==> config.mk <==
export PLATFORM = sky130hd
export DESIGN_NAME = logic_unit_arbiter_flat
export DESIGN_NICKNAME = d
export VERILOG_FILES = /design/src/rtl/logic_unit_arbiter_if.sv /design/src/rtl/logic_unit_arbiter.sv /design/src/flat_wrapper.sv
export SDC_FILE = /design/constraint.sdc
export NUM_CORES = 1
export LEC_CHECK = 0
export CAP_MARGIN = 20
export CORE_MARGIN = 5
export CORE_UTILIZATION = 43
export CTS_CLUSTER_DIAMETER = 30
export DETAILED_ROUTE_END_ITERATION = 10
export PLACE_DENSITY = 0.8
export SLEW_MARGIN = 20
export SYNTH_ARGS = -nofsm -noshare
export SYNTH_HDL_FRONTEND = slang
export SYNTH_SLANG_ARGS = --single-unit
==> constraint.sdc <==
create_clock -name clk_i -period 1.9 [get_ports clk_i]
set_input_delay 0.19 -clock clk_i [delete_from_list [all_inputs] [get_ports clk_i]]
set_output_delay 0.19 -clock clk_i [all_outputs]
set_load 0.05 [all_outputs]
clock_wires.png
The bar under the picture is 20 um long.
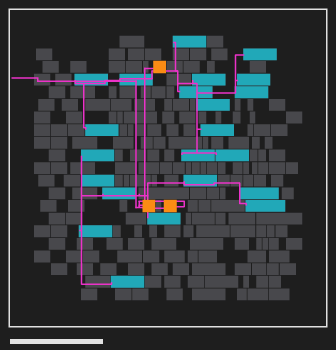
- clock-net drivers: orange (count 3)
- flip-flops: cyan (count 22)
- clock wires: magenta (length 289 um)
- routed clock nets: 4
clock latency reported for the late side of the worst-skew pair: 320 ps
proportion of power drawn by the clock network: 0.244
clock group power: 363 uW

placed.png
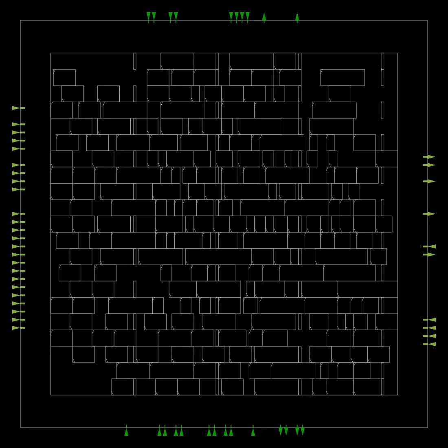
CORE AREA: 3311 um2
well-tap cell count: 46
# rows: 21
fin cells: 269
number of fill cells in the layout: 280

route_heat.png
The die is cut into 14 by 14 equal tiles; dark blue is low, red is high, scaled to the fullest tile. Values are wire area over tile area, all layers added.
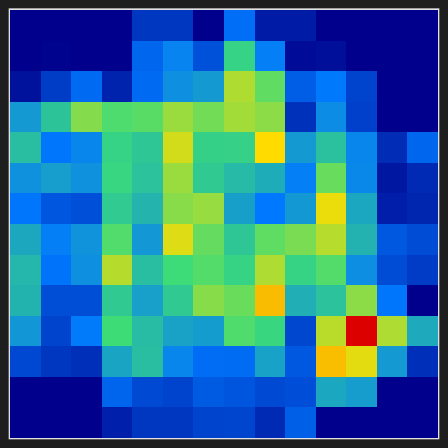
- densest ninth of the die: centre
- tiles over half the peak: 19%
- emptiest ninth of the die: upper right
Total GRT Usage: 0.1805
total via count after detailed routing: 1,413
wire per inst: 14.70 um
Post-Route WL: 3955 um

sizing.png
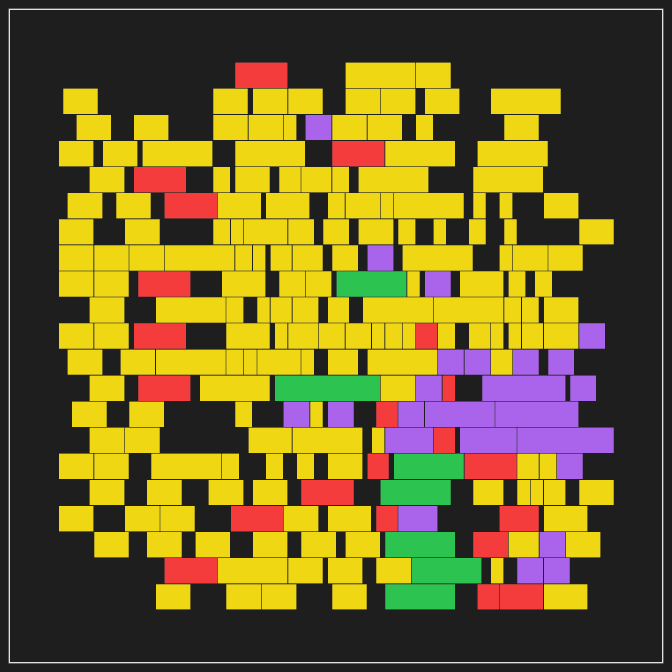
- x2: red (cells 21; share 9.4%; most used o221ai_2)
- x6 and larger: green (cells 7; share 3.1%; most used buf_12)
- x1 and smaller: yellow (cells 171; share 77%; most used clkdlybuf4s50_1)
- x3 and x4: purple (cells 24; share 11%; most used buf_4)
Setup WS post-layout: 26.43 ps
layout overhead on the synthesized area: 61.71%
summed area of non-filler cells in the final layout: 2341 um2
bufs w/o clock: 72

ff_map.png
The bar under the picture is 20 um long.
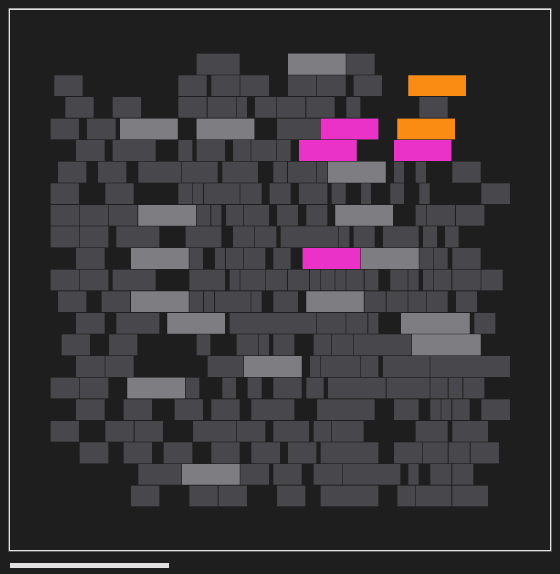
- `u_core.bus.rsp_id`: orange (placed flops 2)
- `u_core.bus.rsp_data`: magenta (placed flops 4; where top centre)
- not coloured: 16
flop share of the area: 0.1913
post-route core utilization: 0.7071
FF+latch area: 447.9 um2
sequential power: 567 uW

==> qor.log <==
qor: worst_setup_path.worst-path-stages 7
qor: place.finalWeightedCongestion 0.7578
qor: cts.htreeDepth 1
qor: cts.post_cts_resize_count 12
qor: logic_synthesis.ys_types 29
qor: logic_synthesis.async_reset_ff_frac 0
qor: final_layout.area_used_by_multi_input_combinational_logic 987.2 um2
qor: power_and_ir_drop.comb_power_share 0.374
qor: logic_synthesis.seq_area_frac_synth 0.3042
qor: cts.post-cts-setup-buffers 1
qor: global_routing.grt.met2_usage 0.3502
qor: logic_synthesis.yosysChipArea 1448 um2
qor: cts.clkSinkCount 22
qor: detailed_routing.initialDrtViolationCount 53
qor: power_and_ir_drop.comb_cell_power 556 uW
qor: worst_setup_path.critical-path-slowest-cell clkdlybuf4s50_1
qor: global_routing.global_route_met3_utilization 0.02627
qor: sta.finalSetupViolations 0
qor: power_and_ir_drop.switching_share 0.3175
qor: worst_setup_path.critical-path-max-stage-delay 450 ps
qor: global_routing.grt_first_pass_wirelength 6272 um
qor: sta.max_slew_margin 0.6642
qor: worst_setup_path.critical_path_buf_inv_count 4
qor: global_routing.busiest_layer met2
qor: global_routing.gr-usage-met1 0.1825
qor: detailed_routing.vias_per_cell 5.253
qor: sta.final_max_slew_viol_count 0
qor: final_layout.clock_tree_area_fraction 0.02245
qor: logic_synthesis.postSynthRegisterBits 22
qor: hold_path.min-delay-path-class input port to register
qor: sta.finalHoldWorstSlack 333.7 ps
qor: final_layout.buffer_area_frac 0.3207
qor: worst_setup_path.crit_family buffers and inverters
qor: global_routing.grt_pass1_vias 1,486
qor: logic_synthesis.postSynthAreaPerCell 9.280 um2
qor: cts.tritoncts_clock_tree yes
qor: worst_setup_path.cp.arrival 1680 ps
qor: run_status.run_status completed
qor: logic_synthesis.synth-xor-area-share 0.02420
qor: place.dp_cells 260
qor: final_layout.design.seq.count 22
qor: place.postPlaceCellArea 2176 um2
qor: logic_synthesis.ys_sh_adder 0.07779
qor: logic_synthesis.post-synth-top-area-fraction 0.3042
qor: power_and_ir_drop.leakage 0.9555 nW
qor: worst_setup_path.timing.critical_path.cells clkdlybuf4s50_1 > buf_4 > o41ai_4 > inv_2 > nand2b_4 > nor2_2 > buf_12
qor: sta.max_slew.worst_pin.slew 502.1 ps
qor: global_routing.largest_net_degree_at_the_start_of_global_routing 21
qor: cts.cts_max_path_buffers 2
qor: power_and_ir_drop.pwr-share-seq 0.382
qor: detailed_routing.drc 0
qor: worst_setup_path.crit_path_start_kind input port
qor: global_routing.globalRoute.totalOverflow 0
qor: power_and_ir_drop.total_power 1.485 mW
qor: logic_synthesis.yosys-top-cells-count dfxtp_1, mux2i_1, nor2_1
qor: logic_synthesis.edf_count 0
qor: sta.max_freq 533.7 MHz
qor: logic_synthesis.synthesis.area 1448 um2
qor: detailed_routing.dr_wl_met3 204 um
qor: power_and_ir_drop.maxPowerGroup sequential cells
qor: logic_synthesis.yosys_stat_cell_total 156
qor: worst_setup_path.crit_fanout 5
qor: sta.fin_skew 1.775 ps
qor: worst_setup_path.regToRegSetupSlack 150 ps
qor: cts.clkSlewWorstSetupHoldPaths 120 ps
qor: logic_synthesis.yosys.area_share.simple 0.1452
qor: power_and_ir_drop.powerDensity 634.3 nW/um2
qor: sta.final.period_utilization 0.9861
qor: detailed_routing.m1WireLength 1496 um
qor: cts.clock-root-buffer clkbuf_4
qor: detailed_routing.dr.max_layer_used met4
qor: detailed_routing.detailroute.wirelength.met2 2160 um
qor: sta.hold_viol 0
qor: die.floorplan.die_area 4627 um2
qor: final_layout.design.final.nets 280
qor: die.die_y 68.02 um
qor: final_layout.inv_count 12
qor: final_layout.layout.cells.largest_class logic gates
qor: cts.cts_buffers 3
qor: place.detailedPlace.worstSlack -195.5 ps
qor: final_layout.antenna_cells_inserted 0
qor: job.stage_log_warnings 31
Power figures rest on the tool's default switching activity, not on a simulated workload.
